Sizing map:
Bar = 20 um.
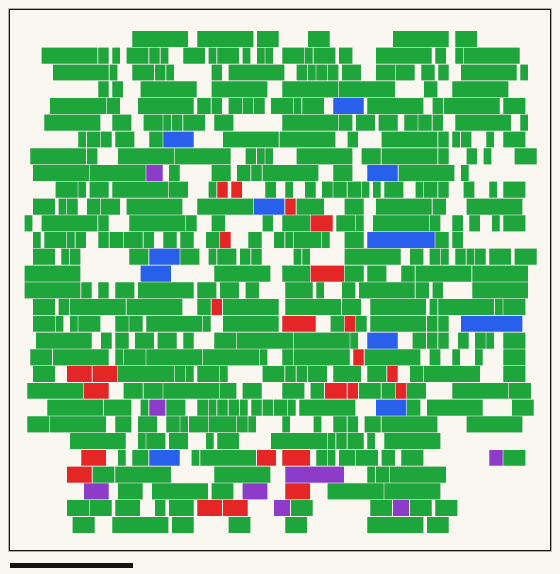
Sequential cells grouped by signal name:
Bar = 20 um.
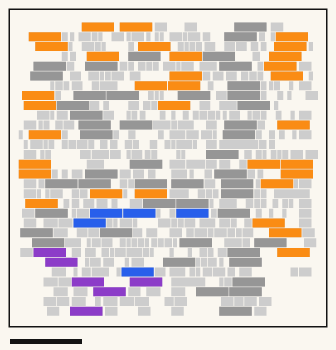
===== config.mk =====
export PLATFORM = sky130hd
export DESIGN_NAME = inst_loader
export DESIGN_NICKNAME = d
export VERILOG_FILES = /design/src/rtl/inst_loader.sv
export SDC_FILE = /design/constraint.sdc
export NUM_CORES = 1
export LEC_CHECK = 0
export CAP_MARGIN = 10
export CORE_MARGIN = 2
export CORE_UTILIZATION = 58
export CTS_CLUSTER_DIAMETER = 100
export DETAILED_ROUTE_END_ITERATION = 8
export GPL_TIMING_DRIVEN = 0
export PLACE_DENSITY_LB_ADDON = 0.25
export SLEW_MARGIN = 20
export SYNTH_ARGS = -nofsm -noshare
export SYNTH_HDL_FRONTEND = slang
export SYNTH_SLANG_ARGS = --single-unit
export TNS_END_PERCENT = 30

===== constraint.sdc =====
create_clock -name clk -period 8.25 [get_ports clk]
set_input_delay 1.65 -clock clk [delete_from_list [all_inputs] [get_ports clk]]
set_output_delay 1.65 -clock clk [all_outputs]
set_load 0.03 [all_outputs]

===== src/rtl/inst_loader.sv =====
// inst_loader: assembles a little-endian byte stream into 32-bit words and writes them into instruction memory.
// Build option INST_LOADER_CHECKSUM_EN adds a trailing mod-256 checksum byte that decides between done and error.
module inst_loader #(
  parameter int DEPTH      = 32,
  parameter int WORD_BYTES = 4
) (
  input  logic                        clk,
  input  logic                        rst,
  input  logic                        start,
  input  logic [5:0]                  len,
  input  logic                        byte_valid,
  input  logic [7:0]                  byte_data,
  output logic                        byte_ready,
  output logic                        mem_write_enable,
  output logic [$clog2(DEPTH)-1:0]    mem_addr,
  output logic [8*WORD_BYTES-1:0]     mem_write_data,
  output logic                        busy,
  output logic                        done,
  output logic                        error,
  output logic                        cpu_run
);

  localparam int AW = $clog2(DEPTH);
  localparam int LW = AW + 1;
  localparam int IW = $clog2(WORD_BYTES);
  localparam int DW = 8 * WORD_BYTES;

  typedef enum logic [2:0] {
    S_IDLE,
    S_RECV,
    S_WRITE,
    S_CHECK,
    S_DONE,
    S_ERROR
  } state_t;

  state_t          state_q, state_d;
  logic [LW-1:0]   len_q, len_d;
  logic [AW-1:0]   word_cnt_q, word_cnt_d;
  logic [IW-1:0]   idx_q, idx_d;
  logic [DW-1:0]   asm_q, asm_d;
  logic            ready_q, ready_d;
  logic            we_q, we_d;
  logic [AW-1:0]   addr_q, addr_d;
  logic [DW-1:0]   wdata_q, wdata_d;
  logic            busy_q, busy_d;
  logic            done_q, done_d;
  logic            error_q, error_d;
  logic            run_q, run_d;
  logic            xfer;
`ifdef INST_LOADER_CHECKSUM_EN
  logic [7:0]      sum_q, sum_d;
`endif

  assign xfer = byte_valid & ready_q;

  always_comb begin
    state_d    = state_q;
    len_d      = len_q;
    word_cnt_d = word_cnt_q;
    idx_d      = idx_q;
    asm_d      = asm_q;
    addr_d     = addr_q;
    wdata_d    = wdata_q;
`ifdef INST_LOADER_CHECKSUM_EN
    sum_d      = sum_q;
`endif

    case (state_q)
      S_IDLE, S_DONE, S_ERROR: begin
        if (start) begin
          if ((len == '0) || (len > LW'(DEPTH))) begin
            state_d = S_ERROR;
          end else begin
            state_d    = S_RECV;
            len_d      = len;
            word_cnt_d = '0;
            idx_d      = '0;
`ifdef INST_LOADER_CHECKSUM_EN
            sum_d      = '0;
`endif
          end
        end
      end
      S_RECV: begin
        if (xfer) begin
          asm_d[8*idx_q +: 8] = byte_data;
          idx_d = idx_q + 1'b1;
`ifdef INST_LOADER_CHECKSUM_EN
          sum_d = sum_q + byte_data;
`endif
          if (idx_q == IW'(WORD_BYTES - 1)) begin
            state_d = S_WRITE;
            addr_d  = word_cnt_q;
            wdata_d = asm_d;
          end
        end
      end
      S_WRITE: begin
        // Counter holds on the last word so the address never wraps.
        if ({1'b0, word_cnt_q} == (len_q - 1'b1)) begin
`ifdef INST_LOADER_CHECKSUM_EN
          state_d = S_CHECK;
`else
          state_d = S_DONE;
`endif
        end else begin
          word_cnt_d = word_cnt_q + 1'b1;
          state_d    = S_RECV;
        end
      end
`ifdef INST_LOADER_CHECKSUM_EN
      S_CHECK: begin
        if (xfer) begin
          state_d = (byte_data == sum_q) ? S_DONE : S_ERROR;
        end
      end
`endif
      default: state_d = S_IDLE;
    endcase

    // Outputs are registered copies of what the next state implies.
    ready_d = (state_d == S_RECV) || (state_d == S_CHECK);
    we_d    = (state_d == S_WRITE);
    busy_d  = (state_d == S_RECV) || (state_d == S_WRITE) || (state_d == S_CHECK);
    done_d  = (state_d == S_DONE);
    error_d = (state_d == S_ERROR);
    run_d   = (state_d == S_DONE);
  end

  always_ff @(posedge clk or posedge rst) begin
    if (rst) begin
      state_q    <= S_IDLE;
      len_q      <= '0;
      word_cnt_q <= '0;
      idx_q      <= '0;
      asm_q      <= '0;
      ready_q    <= 1'b0;
      we_q       <= 1'b0;
      addr_q     <= '0;
      wdata_q    <= '0;
      busy_q     <= 1'b0;
      done_q     <= 1'b0;
      error_q    <= 1'b0;
      run_q      <= 1'b0;
`ifdef INST_LOADER_CHECKSUM_EN
      sum_q      <= '0;
`endif
    end else begin
      state_q    <= state_d;
      len_q      <= len_d;
      word_cnt_q <= word_cnt_d;
      idx_q      <= idx_d;
      asm_q      <= asm_d;
      ready_q    <= ready_d;
      we_q       <= we_d;
      addr_q     <= addr_d;
      wdata_q    <= wdata_d;
      busy_q     <= busy_d;
      done_q     <= done_d;
      error_q    <= error_d;
      run_q      <= run_d;
`ifdef INST_LOADER_CHECKSUM_EN
      sum_q      <= sum_d;
`endif
    end
  end

  assign byte_ready       = ready_q;
  assign mem_write_enable = we_q;
  assign mem_addr         = addr_q;
  assign mem_write_data   = wdata_q;
  assign busy             = busy_q;
  assign done             = done_q;
  assign error            = error_q;
  assign cpu_run          = run_q;

endmodule


==> run summary <==
Vias in the first global route = 2,861
CTS Buffer Depth = 2
Biggest area cells = dfrtp_1 (55%), a21oi_1 (8.3%), a22o_1 (6.9%)
Post-route ant nets = 0
CTS Sinks = 90
Final Hold Fails = 0
Row count = 30
Antenna cells = 0
Log Warnings = 31
Synth-to-Final Area Change = 21.11%
Cts repair resizes = 0
Cell variety after synth = 41
Flops & latches, synth = 90
Final wirelength = 8941 um
Die ar. = 0.007685 mm2
Max FO, Critical Path = 10
Max Transition Viols Final = 0
Share of layout cells above drive strength 1 = 9.663%
CP Cell Sequence = clkdlybuf4s50_1, nand2_1, nor3_2, and2_1, buf_2, buf_2, buf_2, a21oi_1
Floorplan Nets = 402
Root Buffer = clkbuf_8
Total grt overflow = 0
Chip Height = 87.67 um
Slew HR = 27.71%
DRT Pass-1 Iters = 4
H-tree levels = 3
Io pins = 61
Gr busiest metal = met1
Top cell excl fill/tap = dfrtp_1
Fin Setup TNS = 0 ns
Dpl hpwl = 6171 um
Placer congestion estimate = 0.8049
Average wire per standard cell = 16.53 um
Met2 global-route usage = 36.98%
Worst Clk Skew = 0.008355 ns
Most numerous logic cells after layout = dfrtp_1 (90), a21oi_1 (67), clkdlybuf4s50_1 (52)
Final setup vio count = 0
Worst slew pin tran = 1.076 ns
Inst Count DP = 525
Post-Syn Area = 0.004060 mm2
CP max stage cell = clkdlybuf4s50_1
Area leader share = 55.47%
Max-cap viol count = 0
F_max = 277.4 MHz
Postcts setup bufs = 0
Post-Syn Instances = 376
Required @ worst endpoint = 8.48 ns
Vias/cell = 5.641
CTS tree = built
CP Launch Type = input pin
Clk_lat worst skew = 0.36 ns
Crit path top cell by count = buf_2
Setup repair after global routing missed its margin = false
Leak pwr = 2.214 nW
PortBufs = 52
Iteration-0 DRC Markers = 159
Met3 Track Usage GR = 4.147%
CP endpoint kind = register
Flip-flop and latch area = 0.002252 mm2
CP Data Arrival Time = 3.84 ns
Initial antenna violation count = 0
Fp util = 59.76%
Status = complete, no violations
GRT Total Usage = 24.93%
Number of buffers created by CTS = 9
Core ar. = 0.006794 mm2
Hold_buf cts = 0
Vias = 3,052
Post-Layout Cell Count = 541
Crit path time final = 3.605 ns
Post-layout util = 72.38%
Seq share, synth = 55.47%
Crit path largest cell delay = 0.50 ns
Number of cells in Yosys stat = 376
GR Util met1 = 37.59%
Maximum VDD drop = 0.0002268 V
Yosys Warn Count = 0
Period utilization = 43.69%
Logic area = 0.001678 mm2
CP top delay family = buffers and inverters
Kind of critical path = input pin to register
Pwr Density = 402.2 mW/mm2
YS chip area = 0.004060 mm2
Synthesized area per cell = 10.80 um2
Reg clk slew, reported paths = 0.09 ns
First-pass GRT wire length = 14,570 um
Largest net degree at the start of global routing = 61
Die Span X = 87.67 um
HP Class = register to register
# fillers = 503
Buf/Inv on CP = 4
Cell accounting for the most synthesized area = dfrtp_1
DRC = 0
Final nets = 466
Back to the opening pictures, 'sizing map':
- x6 and larger: blue (cells 11)
- x3 and x4: purple (cells 8)
- x1 and smaller: green (cells 402)
- x2: red (cells 24)

Back to the opening pictures, 'sequential cells grouped by signal name':
- `word_cnt_q`: blue (sequential cells 5)
- `mem_write_data`: orange (sequential cells 32)
- `len_q`: purple (sequential cells 6; where lower left)
- not colored: 47

[cell usage after synthesis (all sizes together)]
cell / instances
a22o: 32
o21a: 1
buf: 18
inv: 8
mux2i: 5
a21oi: 67
nor3b: 1
clkbuf: 4
a21boi: 1
o41ai: 1
o211ai: 1
or2: 1
ha: 8
nand2b: 1
nand4: 2
or3: 2
a311oi: 1
o21bai: 1
xnor2: 5
mux2: 11
nor4b: 2
and2: 7
or4: 2
nor2b: 33
nor2: 38
a41o: 1
xor2: 4
o21ai: 5
nand2: 14
nor3: 5
nand3: 4
dfrtp: 90
[per-stage QoR]
step                cell area, um2  power (mW)  worst slack [ns]  hold WS, ns
floorplan                     4060       1.366             4.265       0.4582
global route                  4917       2.104             4.480       0.5102
global placement              4701       1.656             2.988       0.4742
finish                        4917       1.978             4.645       0.4966
CTS                           4917       1.985             4.657       0.4986
detailed placement            4731       1.693             4.292       0.4757
[flip-flops by register name, indices dropped and copies added, names as in the netlist, 2 cells and up]
register	flops
len_q	6
word_cnt_q	5
idx_q	2
asm_q	32
state_q	3
mem_write_data	32
mem_addr	5
[worst paths after layout]
kind | from | end | slack, ns | cells past startpoint
max in group asynchronous | rst | mem_addr[3]$_DFFE_PP0P_ | 6.00 | 3
min in group asynchronous | rst | mem_write_data[18]$_DFFE_PP0P_ | 1.64 | 2
hold reg to reg | asm_q[24]$_DFFE_PP0P_ | asm_q[24]$_DFFE_PP0P_ | 0.50 | 1
hold / removal | asm_q[24]$_DFFE_PP0P_ | asm_q[24]$_DFFE_PP0P_ | 0.50 | 1
setup / recovery | byte_valid | mem_write_data[10]$_DFFE_PP0P_ | 4.65 | 8
setup reg to reg | idx_q[0]$_DFFE_PP0P_ | asm_q[1]$_DFFE_PP0P_ | 5.53 | 7
[metal layers]
layer	part of all wire [%]	wire, um	vias up
met1	46	4101	1498
met2	47	4199	100
met3	5.7	507	14
li1	-	-	1440
met4	1.5	132	0
met5	0	0	-
[worst reg2reg max path: cells and delay by family (launching register included)]
family | cells | cell delay, ns
fa+ha+maj | 1 | 0.44
buf+inv | 2 | 0.40
simple gates | 3 | 1.16
compound gates | 1 | 0.18
flops | 1 | 0.49
[area by class of cell]
| type | count | area share, % |
|---|---|---|
| buffer | 22 | 2.036 |
| tap | 96 | 2.443 |
| inverter | 8 | 0.6616 |
| clock buffer | 11 | 2.672 |
| timing repair buffer | 53 | 11.15 |
| sequential | 90 | 45.80 |
| multi-input combinational | 256 | 34.12 |
| clock inverter | 5 | 1.120 |
[kinds of logic (layout without fill, tap and decap cells)]
kind of cell	Yosys count	after routing	synth area share, %
AOI/OAI and AO/OA	111	111	17.72
DFF	90	90	55.47
muxes	16	16	4.284
adders and majority gates	8	8	2.465
xor gates and xnor gates	9	9	1.941
buffers and inverters	30	99	3.205
and+or+nand+nor	112	112	14.92
[power breakdown]
part           switching [mW]  internal (mW)
sequential              0.128          0.630
combinational           0.522          0.407
clock                   0.152          0.139
Power figures rest on the tool's default switching activity, not on a simulated workload.
